Figure 1. Routed metal, one color a layer.
Bar = 100 um.
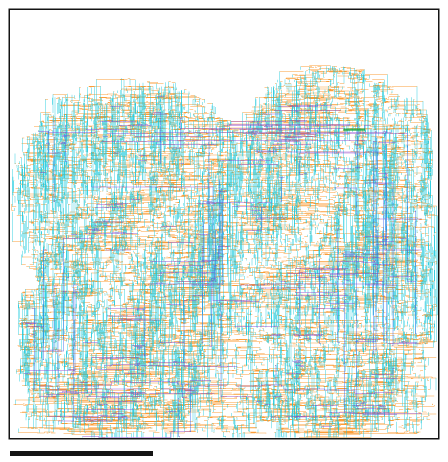
Figure 2. Register map, names as in the netlist.
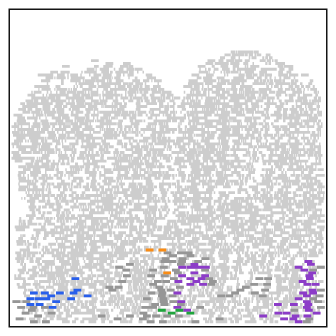
Figure 3. Clock routing.
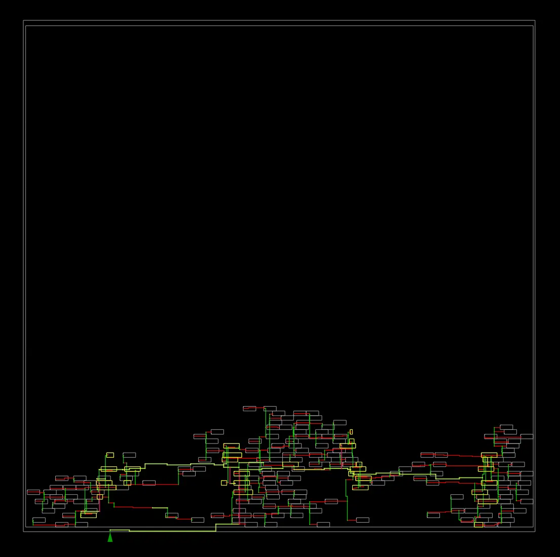
==> config.mk <==
export PLATFORM = sky130hd
export DESIGN_NAME = r2sdf_bf_stage_flat
export DESIGN_NICKNAME = d
export VERILOG_FILES = /design/src/rtl/r2sdf_bf_stage_if.sv /design/src/rtl/r2sdf_bf_stage.sv /design/src/flat_wrapper.sv
export SDC_FILE = /design/constraint.sdc
export NUM_CORES = 2
export LEC_CHECK = 0
export CORE_UTILIZATION = 50
export CTS_CLUSTER_SIZE = 14
export DETAILED_ROUTE_END_ITERATION = 8
export PLACE_DENSITY = 0.67
export SYNTH_ARGS = -nofsm -noshare
export SYNTH_HDL_FRONTEND = slang
export SYNTH_SLANG_ARGS = --single-unit
==> constraint.sdc <==
create_clock -name clk -period 12.7 [get_ports clk]
set_input_delay 2.54 -clock clk [delete_from_list [all_inputs] [get_ports clk]]
set_output_delay 2.54 -clock clk [all_outputs]
set_load 0.005 [all_outputs]
==> src/rtl/r2sdf_bf_stage_if.sv <==
// Sample stream bundle for one R2SDF FFT stage: input sample, frame start,
// and the registered output sample with its bit-reversed position.
interface r2sdf_bf_stage_if #(
  parameter int N = 3,
  parameter int W = 16
);
  logic                start_ip;
  logic signed [W-1:0] ip_re;
  logic signed [W-1:0] ip_im;
  logic signed [W-1:0] op_re;
  logic signed [W-1:0] op_im;
  logic                start_op;
  logic [N-1:0]        op_idx;

  modport master (
    output start_ip, ip_re, ip_im,
    input  op_re, op_im, start_op, op_idx
  );

  modport slave (
    input  start_ip, ip_re, ip_im,
    output op_re, op_im, start_op, op_idx
  );
endinterface

==> src/rtl/r2sdf_bf_stage.sv <==
// One radix-2 single-path delay-feedback DIF FFT stage: feedback delay of
// D = 2^(N-S), butterfly with 1/2 scaling, twiddle rotation of the differences.
module r2sdf_bf_stage #(
  parameter int N  = 3,
  parameter int S  = 1,
  parameter int W  = 16,
  parameter int TW = 16
) (
  input logic            clk,
  input logic            rst,
  r2sdf_bf_stage_if.slave bus
);

  localparam int D  = 1 << (N - S);
  localparam int L  = 1 << N;
  localparam int CW = N - S + 1;
  localparam int PW = W + TW + 1;

  localparam logic signed [PW-1:0] SMAX = {{(TW + 2){1'b0}}, {(W - 1){1'b1}}};
  localparam logic signed [PW-1:0] SMIN = {{(TW + 2){1'b1}}, {(W - 1){1'b0}}};
  localparam logic signed [PW-1:0] RND  = PW'(1) << (TW - 2);

  function automatic logic signed [TW-1:0] tw_coef(input int m, input bit want_sin);
    real ang;
    real v;
    ang = 2.0 * 3.141592653589793 * real'(m) / real'(L);
    v   = (want_sin ? $sin(ang) : $cos(ang)) * (2.0 ** (TW - 1) - 1.0);
    return TW'($rtoi(v >= 0.0 ? v + 0.5 : v - 0.5));
  endfunction

  function automatic logic signed [W-1:0] sat(input logic signed [PW-1:0] v);
    if (v > SMAX)      return W'(SMAX);
    else if (v < SMIN) return W'(SMIN);
    else               return W'(v);
  endfunction

  logic [CW-1:0]          c_q;
  logic [CW-1:0]          c_cur;
  logic                   fill;
  logic [D-1:0][W-1:0]    dl_re;
  logic [D-1:0][W-1:0]    dl_im;
  logic [D-1:0]           ssr;
  logic signed [W-1:0]    head_re;
  logic signed [W-1:0]    head_im;
  logic signed [W-1:0]    rot_re;
  logic signed [W-1:0]    rot_im;
  logic signed [W:0]      sum_re;
  logic signed [W:0]      sum_im;
  logic signed [W:0]      diff_re;
  logic signed [W:0]      diff_im;
  logic signed [W-1:0]    push_re;
  logic signed [W-1:0]    push_im;
  logic signed [W-1:0]    nxt_re;
  logic signed [W-1:0]    nxt_im;
  logic signed [W-1:0]    op_re_q;
  logic signed [W-1:0]    op_im_q;
  logic                   start_op_q;
  logic [N-1:0]           p_q;
  logic [N-1:0]           idx;

  // start_ip restarts the phase on the very sample that carries it
  assign c_cur   = bus.start_ip ? '0 : c_q;
  assign fill    = ~c_cur[CW-1];
  assign head_re = dl_re[D-1];
  assign head_im = dl_im[D-1];

  assign sum_re  = {head_re[W-1], head_re} + {bus.ip_re[W-1], bus.ip_re};
  assign sum_im  = {head_im[W-1], head_im} + {bus.ip_im[W-1], bus.ip_im};
  assign diff_re = {head_re[W-1], head_re} - {bus.ip_re[W-1], bus.ip_re};
  assign diff_im = {head_im[W-1], head_im} - {bus.ip_im[W-1], bus.ip_im};

  generate
    if (S < N) begin : g_rot
      localparam int MW = N - 1;
      logic signed [TW-1:0] cos_rom [L/2];
      logic signed [TW-1:0] sin_rom [L/2];
      logic [MW-1:0]        m;
      logic signed [PW-1:0] hre_x, him_x, c_x, s_x, acc_re, acc_im;

      for (genvar g = 0; g < L/2; g++) begin : g_rom
        assign cos_rom[g] = tw_coef(g, 1'b0);
        assign sin_rom[g] = tw_coef(g, 1'b1);
      end

      assign m      = MW'(c_cur[CW-2:0]) << (S - 1);
      assign hre_x  = PW'(head_re);
      assign him_x  = PW'(head_im);
      assign c_x    = PW'(cos_rom[m]);
      assign s_x    = PW'(sin_rom[m]);
      assign acc_re = hre_x * c_x + him_x * s_x + RND;
      assign acc_im = him_x * c_x - hre_x * s_x + RND;
      assign rot_re = sat(acc_re >>> (TW - 1));
      assign rot_im = sat(acc_im >>> (TW - 1));
    end else begin : g_bypass
      assign rot_re = head_re;
      assign rot_im = head_im;
    end
  endgenerate

  always_comb begin
    nxt_re  = W'(sum_re >>> 1);
    nxt_im  = W'(sum_im >>> 1);
    push_re = W'(diff_re >>> 1);
    push_im = W'(diff_im >>> 1);
    if (fill) begin
      nxt_re  = rot_re;
      nxt_im  = rot_im;
      push_re = bus.ip_re;
      push_im = bus.ip_im;
    end
  end

  // Shifts are done by concatenating the new entry below and truncating the
  // oldest off the top; this stays valid for D = 1.
  always_ff @(posedge clk) begin
    if (rst) begin
      c_q        <= '0;
      dl_re      <= '0;
      dl_im      <= '0;
      ssr        <= '0;
      op_re_q    <= '0;
      op_im_q    <= '0;
      start_op_q <= '0;
      p_q        <= '0;
    end else begin
      c_q        <= c_cur + CW'(1);
      dl_re      <= (D * W)'({dl_re, push_re});
      dl_im      <= (D * W)'({dl_im, push_im});
      ssr        <= D'({ssr, bus.start_ip});
      op_re_q    <= nxt_re;
      op_im_q    <= nxt_im;
      start_op_q <= ssr[D-1];
      p_q        <= ssr[D-1] ? '0 : p_q + N'(1);
    end
  end

  for (genvar g = 0; g < N; g++) begin : g_brev
    assign idx[g] = p_q[N-1-g];
  end

  assign bus.op_re    = op_re_q;
  assign bus.op_im    = op_im_q;
  assign bus.start_op = start_op_q;
  assign bus.op_idx   = idx;

endmodule

==> src/flat_wrapper.sv <==
// flat-port wrapper written by rule: the top's interface ports become plain ports
module r2sdf_bf_stage_flat 
#(
  parameter int N  = 3,
  parameter int S  = 1,
  parameter int W  = 16,
  parameter int TW = 16
)
  (clk, rst, bus_start_ip, bus_ip_re, bus_ip_im, bus_op_re, bus_op_im, bus_start_op, bus_op_idx);
  r2sdf_bf_stage_if #(.N(N), .W(W)) bus_i ();
  input logic clk;
  input logic rst;
  input wire logic [$bits(bus_i.start_ip)-1:0] bus_start_ip;
  input wire logic [$bits(bus_i.ip_re)-1:0] bus_ip_re;
  input wire logic [$bits(bus_i.ip_im)-1:0] bus_ip_im;
  output wire logic [$bits(bus_i.op_re)-1:0] bus_op_re;
  output wire logic [$bits(bus_i.op_im)-1:0] bus_op_im;
  output wire logic [$bits(bus_i.start_op)-1:0] bus_start_op;
  output wire logic [$bits(bus_i.op_idx)-1:0] bus_op_idx;
  assign bus_i.start_ip = bus_start_ip;
  assign bus_i.ip_re = bus_ip_re;
  assign bus_i.ip_im = bus_ip_im;
  assign bus_op_re = bus_i.op_re;
  assign bus_op_im = bus_i.op_im;
  assign bus_start_op = bus_i.start_op;
  assign bus_op_idx = bus_i.op_idx;
  r2sdf_bf_stage #(.N(N), .S(S), .W(W), .TW(TW)) u_core (.clk(clk), .rst(rst), .bus(bus_i));
endmodule
==> results.cfg <==
; flow metrics
[job]
cap_viol_max_count = 0

[layout]
final_common_cell = inv_1
logic_gate_count = 3252
logic_area_um2 = 36100
final-nonclk-buf-share_pct = 3.46
syn2layout_area_growth_pct = 7.50
final_layout_size_suffix_gt1_share_pct = 4.51
final_cell_mix = inv_1, fa_1, ha_1
nNonClkBuffers = 191
n_antenna_cell = 2
stdcell_area_um2 = 47600
comb_share_pct = 75.8

[critical_path]
rrSetupSlack_ps = 2840
start_kind = primary input
reg2reg_from = u_core.c_q[0]
arrival_ps = 12510
worst_setup_path_end_kind = flip-flop
criticalPathCategory = primary input to flip-flop
cp.required_ps = 13060
r2r_cells = 40
timing.rr.end = u_core.bus.op_re[9]

[power]
switching_share_pct = 39.8
pg_comb_w = 0.00129
p_clk_share_pct = 23.4
p_seq_share_pct = 24.8

[placement]
dp_slack_ps = -122
dpl-instance-area_um2 = 46900

[timing]
fmax_mhz = 82.3
tns_ps = 0
fin_ws_ps = 549
slew_headroom_pct = 31.2

[yosys]
ys_sh_simple_pct = 10.1
yosys.area.top_type = fa_1
edf_count = 0
synth_cells = 4718
synth.most_common_cell = inv_1
top_cells_by_count = inv_1, fa_1, ha_1
topCellsByArea = fa_1, ha_1, inv_1
synth_adder_area_share_pct = 55.4
aoi_share_pct = 10.0
synth.distinct_cells = 75
ys_sh_xor_pct = 5.64
ys_seq_share_pct = 7.73
yosys_area_um2 = 44300
ys_cells = 4718

[global_route]
use_met2_pct = 42.4
gr-max-usage-layer = met2
overflow = 0
antenna_found_initial = 8

[detailed_routing]
drt_iter0_drc = 1969
drc = 0
top_layer = met5

[floorplan]
die_h_um = 300
die_x_um = 300
die_area_um2 = 89800
taps = 1155
core-area_um2 = 87300

[clock_tree]
cts_buffer_depth = 2
ctsResizeCount = 0
clk_latency_ps = 440

[min_path]
hold-path-cell-count = 1
hp-class = flip-flop to flip-flop
holdPathEnd = u_core.dl_re[19]
worstHoldStart = u_core.dl_re[3]

[status]
status = complete, no violations
Notes on Figure 1 above:
legend:
  blue:
    layer: metal 4
    wire_length: 2840 um
  purple:
    layer: metal 3
    wire_length: 5110 um
  green:
    layer: metal 5
    wire_length: 13.8 um
  orange:
    layer: metal 1
    wire_length: 47.6 mm
  cyan:
    layer: metal 2
    wire_length: 52.6 mm
Avg WL per Cell: 18.1 um
DR vias: 31.1k
final wirelength: 108000 um
gr usage total: 25.0%

Notes on Figure 2 above:
legend:
  green:
    signal: `u_core.ssr`
    sequential_cells: 4
    where: south
  purple:
    signal: `u_core.dl_im`
    sequential_cells: 48
  orange:
    signal: `u_core.c_q`
    sequential_cells: 3
  blue:
    signal: `u_core.bus.op_re`
    sequential_cells: 16
    where: south-west
not colored: 100
Seq. cell area: 3420 um2
sequential power: 0.000615 W
sequential cell area share: 7.19%
Final Core Density: 54.5%

Notes on Figure 3 above:
Clk power: 0.000581 W
CTS Sinks: 171
CTS Buf Count: 17

==> cells by family after synthesis <==
| group | after synthesis |
|---|---|
| flops | 171 |
| buf+inv | 1295 |
| compound gates | 669 |
| xor+xnor | 285 |
| mux | 5 |
| simple gates | 855 |
| fa+ha+maj | 1438 |
==> state kept, by name (all words and copies together) (netlist names) <==
| name | cells |
|---|---|
| u_core.dl_im | 48 |
| u_core.dl_re | 48 |
| u_core.bus.op_im | 16 |
| u_core.bus.op_re | 16 |
| u_core.head_im | 16 |
| u_core.head_re | 16 |
| u_core.ssr | 4 |
| u_core.c_q | 3 |
| u_core.p_q | 3 |
| u_core.bus.start_op | 1 |
==> worst max-delay path: cells and delay by family <==
family          cells  cell delay [ps]
fa+ha+maj          10             4170
compound gates     12             2290
buf+inv            11             1740
simple gates        7             1600
xor+xnor            1              100
No activity file was given, so power comes from the tool's default toggle rates.
